### config.mk
export PLATFORM = sky130hd
export DESIGN_NAME = robo_sensor_scan_flat
export DESIGN_NICKNAME = d
export VERILOG_FILES = /design/src/rtl/robo_sensor_scan_if.sv /design/src/rtl/robo_sensor_scan.sv /design/src/flat_wrapper.sv
export SDC_FILE = /design/constraint.sdc
export NUM_CORES = 1
export LEC_CHECK = 0
export ABC_AREA = 1
export CORE_ASPECT_RATIO = 0.9
export CORE_UTILIZATION = 30
export DETAILED_ROUTE_END_ITERATION = 16
export PLACE_DENSITY = 0.53
export SYNTH_ARGS = -nofsm -noshare
export SYNTH_HDL_FRONTEND = slang
export SYNTH_SLANG_ARGS = --single-unit
export TNS_END_PERCENT = 30
### constraint.sdc
create_clock -name clk -period 3.8 [get_ports clk]
set_clock_uncertainty 0.1 [all_clocks]
set_input_delay 0.95 -clock clk [delete_from_list [all_inputs] [get_ports clk]]
set_output_delay 0.95 -clock clk [all_outputs]
set_load 0.005 [all_outputs]
### src/rtl/robo_sensor_scan_if.sv
// Map memory read port shared by the sensor scanner and the map memory.
interface robo_sensor_scan_if #(
  parameter int unsigned ROW_W  = 5,
  parameter int unsigned COL_W  = 6,
  parameter int unsigned CELL_W = 2
);
  logic              rd_en;
  logic [ROW_W-1:0]  rd_row;
  logic [COL_W-1:0]  rd_col;
  logic [CELL_W-1:0] rd_data;

  // scanner side issues addresses, memory side returns the cell one cycle later
  modport master (output rd_en, output rd_row, output rd_col, input rd_data);
  modport slave  (input rd_en, input rd_row, input rd_col, output rd_data);
endinterface

### src/rtl/robo_sensor_scan.sv
// Sensor stage: reads the cells ahead, left and under the robot through one
// synchronous map read port and produces registered head/left/under/barrier flags.
module robo_sensor_scan #(
  parameter int unsigned ROWS         = 10,
  parameter int unsigned COLS         = 20,
  parameter int unsigned ROW_W        = 5,
  parameter int unsigned COL_W        = 6,
  parameter int unsigned CELL_W       = 2,
  parameter int unsigned CELL_WALL    = 1,
  parameter int unsigned CELL_BARRIER = 2,
  parameter int unsigned CELL_EXIT    = 3
) (
  input  logic                      clk,
  input  logic                      reset,
  input  logic                      start,
  input  logic [ROW_W-1:0]          robo_row,
  input  logic [COL_W-1:0]          robo_col,
  input  logic [1:0]                robo_orientacao,
  robo_sensor_scan_if.master        map,
  output logic                      busy,
  output logic                      valid,
  output logic                      head,
  output logic                      left,
  output logic                      under,
  output logic                      barrier
);

  typedef enum logic [2:0] {
    IDLE     = 3'd0,
    RD_HEAD  = 3'd1,
    RD_LEFT  = 3'd2,
    RD_UNDER = 3'd3,
    WAIT     = 3'd4,
    DONE     = 3'd5
  } state_e;

  state_e            state_q, state_d;
  logic [ROW_W-1:0]  row_q, row_d;
  logic [COL_W-1:0]  col_q, col_d;
  logic [1:0]        ori_q, ori_d;
  logic [CELL_W-1:0] ahead_cell_q, ahead_cell_d;
  logic [CELL_W-1:0] left_cell_q, left_cell_d;
  logic              rd_en_q, rd_en_d;
  logic [ROW_W-1:0]  rd_row_q, rd_row_d;
  logic [COL_W-1:0]  rd_col_q, rd_col_d;
  logic              busy_q, busy_d;
  logic              valid_q, valid_d;
  logic              head_q, head_d;
  logic              left_q, left_d;
  logic              under_q, under_d;
  logic              barrier_q, barrier_d;

  // position the current slot refers to: live inputs while idle, latched copy afterwards
  logic [ROW_W-1:0]  base_row;
  logic [COL_W-1:0]  base_col;
  logic [1:0]        base_ori;
  logic [1:0]        left_ori;
  logic              in_map;
  logic              ahead_off;
  logic              left_off;

  // neighbour in direction o falls off the map edge (checked before any arithmetic)
  function automatic logic nb_off(input logic [ROW_W-1:0] r, input logic [COL_W-1:0] c,
                                  input logic [1:0] o);
    logic off;
    case (o)
      2'd0:    off = (r == '0);
      2'd1:    off = (c == COL_W'(COLS - 1));
      2'd2:    off = (r == ROW_W'(ROWS - 1));
      default: off = (c == '0);
    endcase
    return off;
  endfunction

  function automatic logic [ROW_W-1:0] nb_row(input logic [ROW_W-1:0] r, input logic [1:0] o);
    logic [ROW_W-1:0] nr;
    case (o)
      2'd0:    nr = r - ROW_W'(1);
      2'd2:    nr = r + ROW_W'(1);
      default: nr = r;
    endcase
    return nr;
  endfunction

  function automatic logic [COL_W-1:0] nb_col(input logic [COL_W-1:0] c, input logic [1:0] o);
    logic [COL_W-1:0] nc;
    case (o)
      2'd1:    nc = c + COL_W'(1);
      2'd3:    nc = c - COL_W'(1);
      default: nc = c;
    endcase
    return nc;
  endfunction

  // next-state, read-slot addressing and flag evaluation
  always_comb begin
    state_d      = state_q;
    row_d        = row_q;
    col_d        = col_q;
    ori_d        = ori_q;
    ahead_cell_d = ahead_cell_q;
    left_cell_d  = left_cell_q;
    rd_en_d      = 1'b0;
    rd_row_d     = rd_row_q;
    rd_col_d     = rd_col_q;
    valid_d      = 1'b0;
    head_d       = head_q;
    left_d       = left_q;
    under_d      = under_q;
    barrier_d    = barrier_q;

    base_row  = (state_q == IDLE) ? robo_row        : row_q;
    base_col  = (state_q == IDLE) ? robo_col        : col_q;
    base_ori  = (state_q == IDLE) ? robo_orientacao : ori_q;
    left_ori  = base_ori + 2'd3;
    in_map    = (base_row < ROW_W'(ROWS)) && (base_col < COL_W'(COLS));
    ahead_off = nb_off(base_row, base_col, base_ori);
    left_off  = nb_off(base_row, base_col, left_ori);

    case (state_q)
      IDLE: begin
        if (start) begin
          state_d = RD_HEAD;
          row_d   = robo_row;
          col_d   = robo_col;
          ori_d   = robo_orientacao;
          if (in_map && !ahead_off) begin
            rd_en_d  = 1'b1;
            rd_row_d = nb_row(base_row, base_ori);
            rd_col_d = nb_col(base_col, base_ori);
          end
        end
      end
      RD_HEAD: begin
        state_d = RD_LEFT;
        if (in_map && !left_off) begin
          rd_en_d  = 1'b1;
          rd_row_d = nb_row(base_row, left_ori);
          rd_col_d = nb_col(base_col, left_ori);
        end
      end
      RD_LEFT: begin
        state_d      = RD_UNDER;
        ahead_cell_d = (in_map && !ahead_off) ? map.rd_data : CELL_W'(CELL_WALL);
        if (in_map) begin
          rd_en_d  = 1'b1;
          rd_row_d = base_row;
          rd_col_d = base_col;
        end
      end
      RD_UNDER: begin
        state_d     = WAIT;
        left_cell_d = (in_map && !left_off) ? map.rd_data : CELL_W'(CELL_WALL);
      end
      WAIT: begin
        state_d   = DONE;
        valid_d   = 1'b1;
        head_d    = (ahead_cell_q == CELL_W'(CELL_WALL));
        barrier_d = (ahead_cell_q == CELL_W'(CELL_BARRIER));
        left_d    = (left_cell_q == CELL_W'(CELL_WALL));
        under_d   = in_map && (map.rd_data == CELL_W'(CELL_EXIT));
      end
      DONE: begin
        state_d = IDLE;
      end
      default: begin
        state_d = IDLE;
      end
    endcase

    busy_d = (state_d != IDLE);
  end

  // state and output registers with synchronous active-low reset
  always_ff @(posedge clk) begin
    if (!reset) begin
      state_q      <= IDLE;
      row_q        <= '0;
      col_q        <= '0;
      ori_q        <= '0;
      ahead_cell_q <= '0;
      left_cell_q  <= '0;
      rd_en_q      <= 1'b0;
      rd_row_q     <= '0;
      rd_col_q     <= '0;
      busy_q       <= 1'b0;
      valid_q      <= 1'b0;
      head_q       <= 1'b0;
      left_q       <= 1'b0;
      under_q      <= 1'b0;
      barrier_q    <= 1'b0;
    end else begin
      state_q      <= state_d;
      row_q        <= row_d;
      col_q        <= col_d;
      ori_q        <= ori_d;
      ahead_cell_q <= ahead_cell_d;
      left_cell_q  <= left_cell_d;
      rd_en_q      <= rd_en_d;
      rd_row_q     <= rd_row_d;
      rd_col_q     <= rd_col_d;
      busy_q       <= busy_d;
      valid_q      <= valid_d;
      head_q       <= head_d;
      left_q       <= left_d;
      under_q      <= under_d;
      barrier_q    <= barrier_d;
    end
  end

  assign map.rd_en  = rd_en_q;
  assign map.rd_row = rd_row_q;
  assign map.rd_col = rd_col_q;
  assign busy       = busy_q;
  assign valid      = valid_q;
  assign head       = head_q;
  assign left       = left_q;
  assign under      = under_q;
  assign barrier    = barrier_q;

endmodule

### src/flat_wrapper.sv
// flat-port wrapper written by rule: the top's interface ports become plain ports
module robo_sensor_scan_flat 
#(
  parameter int unsigned ROWS         = 10,
  parameter int unsigned COLS         = 20,
  parameter int unsigned ROW_W        = 5,
  parameter int unsigned COL_W        = 6,
  parameter int unsigned CELL_W       = 2,
  parameter int unsigned CELL_WALL    = 1,
  parameter int unsigned CELL_BARRIER = 2,
  parameter int unsigned CELL_EXIT    = 3
)
  (clk, reset, start, robo_row, robo_col, robo_orientacao, busy, valid, head, left, under, barrier, map_rd_en, map_rd_row, map_rd_col, map_rd_data);
  robo_sensor_scan_if #(.ROW_W(ROW_W), .COL_W(COL_W), .CELL_W(CELL_W)) map_i ();
  input  logic clk;
  input  logic reset;
  input  logic start;
  input  logic [ROW_W-1:0] robo_row;
  input  logic [COL_W-1:0] robo_col;
  input  logic [1:0] robo_orientacao;
  output logic busy;
  output logic valid;
  output logic head;
  output logic left;
  output logic under;
  output logic barrier;
  output wire logic [$bits(map_i.rd_en)-1:0] map_rd_en;
  output wire logic [$bits(map_i.rd_row)-1:0] map_rd_row;
  output wire logic [$bits(map_i.rd_col)-1:0] map_rd_col;
  input wire logic [$bits(map_i.rd_data)-1:0] map_rd_data;
  assign map_rd_en = map_i.rd_en;
  assign map_rd_row = map_i.rd_row;
  assign map_rd_col = map_i.rd_col;
  assign map_i.rd_data = map_rd_data;
  robo_sensor_scan #(.ROWS(ROWS), .COLS(COLS), .ROW_W(ROW_W), .COL_W(COL_W), .CELL_W(CELL_W), .CELL_WALL(CELL_WALL), .CELL_BARRIER(CELL_BARRIER), .CELL_EXIT(CELL_EXIT)) u_core (.clk(clk), .reset(reset), .start(start), .robo_row(robo_row), .robo_col(robo_col), .robo_orientacao(robo_orientacao), .map(map_i), .busy(busy), .valid(valid), .head(head), .left(left), .under(under), .barrier(barrier));
endmodule
### Zoomed window

Region (67, 59) to (87, 79) µm. Cells in gray, sequential cells in the stronger gray; small squares are vias.
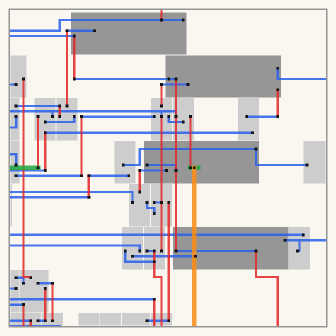
blue -> M1
orange -> M4
red -> M2
green -> M3
cells with their middle in the window = 17
sequential cells in the window = 4
most frequent = nor2_1 (9), dfxtp_1 (4), inv_1 (3)
netlist names of flops here include = u_core.map.rd_col (4)

### Cell outlines without signal wires

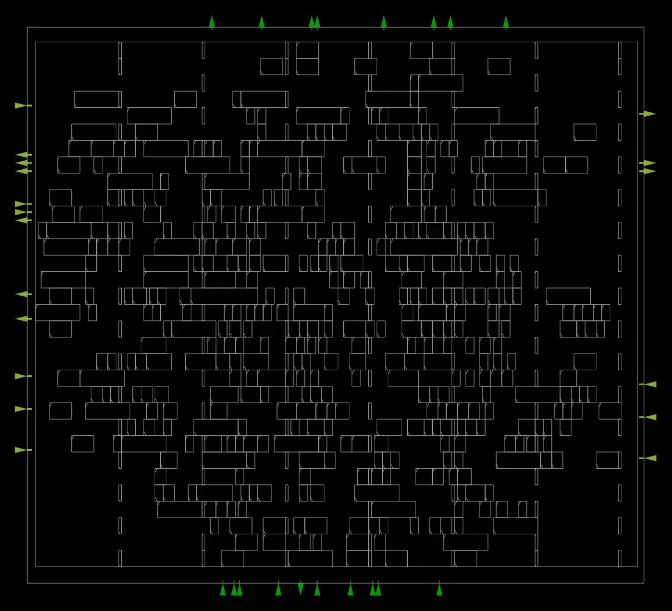
final core occ: 37.9%
CORE AREA: 0.00869 mm²
number of fillers in the final layout: 958
Seq/total area: 23.1%
Well Taps: 119

==> flow_summary.ini <==
; physical design summary
[run_status]
status = complete, no violations

[worst_setup_path]
critPathCapture = u_core.map.rd_col[3]
slowest_delay_ns = 0.43
cpMaxStageDelayCell = clkdlybuf4s50_1
required_ns = 3.90
start_kind = primary input
reg2reg_to = u_core.map.rd_col[3]
cp-end-kind = flop
worstPathArrival_ns = 3.26
worstPathCellList = clkdlybuf4s50_1, o21ai_2, inv_1, ha_1, inv_1, nor2_1, nand3_1, nand2_1, nor2_1, nand3_2, nand2_1, nor2_4, nor2_1, nor2_1
crit_start = robo_col[0]
reg2reg_slack_ns = 0.80
crit_type = primary input to flop

[synth]
yosysTopAreaCellShare_pct = 28.0
yosys.area.top_type = dfxtp_1
numSynthFlops = 38
ys_warn_count = 0
ys_cells = 429
syn-num-nets = 451
top_cells_by_count = nand2_1 (115), inv_1 (47), nor2_1 (45)
dominantRegCellSynth = dfxtp_1
synth_chip_area_mm2 = 0.00271
synthTopCellsByArea = dfxtp_1 (28%), nand2_1 (16%), nand3_1 (7.0%)
synth_cell_types = 41

[route]
drtPass1Iterations = 4
num_vias = 2783
drt_iter0_drc = 131
ant_nets = 0

[clocking]
postCtsHoldBufs = 0
worstSkewPairLatency_ns = 0.30
cts_tree = yes
cts_sinks = 38
cts-resized-gates = 0
cts_htree_levels = 2
numCtsBuffers = 5
max-clock-path-buffers = 2

[global_route]
grt_use_total_pct = 17.9
grt_max_degree = 27
grt_pass1_wl_um = 13200
gr-total-overflow = 0
antenna_found_initial = 0

[placed_design]
hpwl_um = 5780
dp_cells = 574
dpl_worst_slack_ns = 0.349

[sta]
fin_setup_tns_ns = 0
whs_ns = 0.365
rsz0062_at_grt = no
worstMarginPinSlew_ns = 0.712
finalMaxSlewViolations = 0
hold_viol_final = 0
setup_viol = 0
clock.fmax_mhz = 317

[min_path]
min-delay-start = u_core.row_q[4]
min_path_cells = 2
min_to = u_core.row_q[4]

[power_and_ir_drop]
power_frac_seq_pct = 26.3
power.total_w = 0.00186
vdd_drop_max_uv = 206
clock_power_share_pct = 23.2
leakage_nw = 1.47
p_sw_w = 0.000811
p_comb_share_pct = 50.5

[floorplan]
boundaryPins = 36
row_count = 32

[layout]
syn_to_final_growth_pct = 21.3
final_cell_mix = nand2_1 (115), inv_1 (47), nor2_1 (45), nand3_1 (38), dfxtp_1 (38)
diodes = 0
finish.instance_area_mm2 = 0.00329
final_cells = 582
layout-drive-gt1-share_pct = 9.94

[job]
tool_warnings = 28
### Pin placement

Scale bar: 20 µm. Pins as bars across the die edge, other pins in gray.
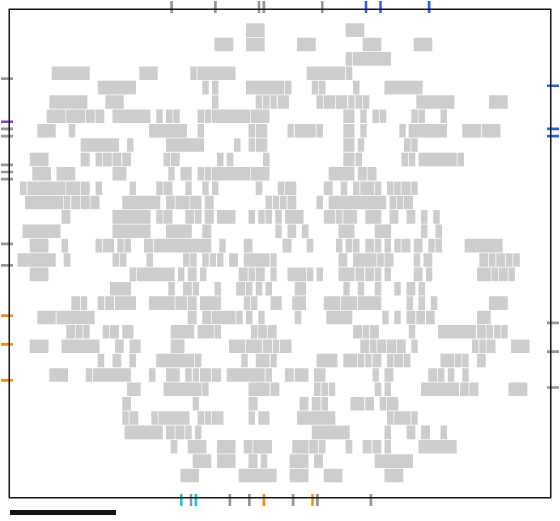
orange -> robo_row  # pins 5, direction input, edge 3 left, 2 bottom
purple -> under  # pins 1, direction output, edge left
cyan -> robo_orientacao  # pins 2, direction input, edge bottom
blue -> map_rd_col  # pins 6, direction output, edge 3 right, 3 top
die height: 92.2 µm
IO buf count: 35
die span in x: 102 µm

### Placement density heat map

The die is cut into 10 by 9 equal tiles; white is low, dark blue is high, 0 to 100% covered.
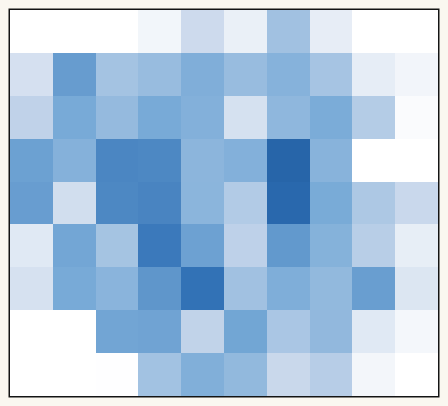
tiles over 75% full = 2.2%
mean over tiles = 33%
emptiest ninth of the die = top right
fullest tile = 79%
floorplan utilization: 31.2%

-- cell families after synthesis --
logic type,share of synthesized area [%]
AND-OR/OR-AND,14.4
adder cells (fa/ha/maj),1.85
buffers and inverters,11.1
XOR/XNOR,2.26
AND/OR/NAND/NOR,42.4
flip-flops,28.0
-- cell type report --
| class | instances | area (µm²) |
|---|---|---|
| fill | 958 | 5400 |
| multi-input combinational | 323 | 1650 |
| sequential | 38 | 761 |
| timing repair buffer | 40 | 388 |
| inverter | 54 | 204 |
| tap | 119 | 149 |
| clock buffer | 5 | 68.8 |
| clock inverter | 3 | 68.8 |
-- sequential cells by signal (all words and copies together) (netlist names) --
register and cells:
u_core.col_q 6, u_core.map.rd_col 6, u_core.map.rd_row 5, u_core.row_q 5
u_core.state_q 3, u_core.ahead_cell_q 2, u_core.left_cell_q 2, u_core.ori_q 2
u_core.barrier 1, u_core.busy 1, u_core.head 1, u_core.left 1
u_core.map.rd_en 1, u_core.under 1, u_core.valid 1
-- per-layer routing --
layer	track usage [%]	routed length, µm
met1	24.4	3720
met2	27.7	3480
met3	3.05	341
met4	7.62	196
met5	0	0
-- worst max-delay path, delay by kind of cell --
family                     cells  cell delay, ns
AOI/OAI and AO/OA              1            0.35
adders and majority gates      1            0.23
buffers and inverters          3            0.64
and+or+nand+nor                9            1.07
-- power groups by stage --
stage | logic [W] | registers (W) | clock network (W)
2_1_floorplan | 0.000677 | 0.000497 | 0
3_3_place_gp | 0.000929 | 0.000498 | 0
3_5_place_dp | 0.000934 | 0.000499 | 0
4_1_cts | 0.000938 | 0.000490 | 0.000443
5_1_grt | 0.00106 | 0.000496 | 0.000460
6_report | 0.000936 | 0.000489 | 0.000431
No activity file was given, so power comes from the tool's default toggle rates.
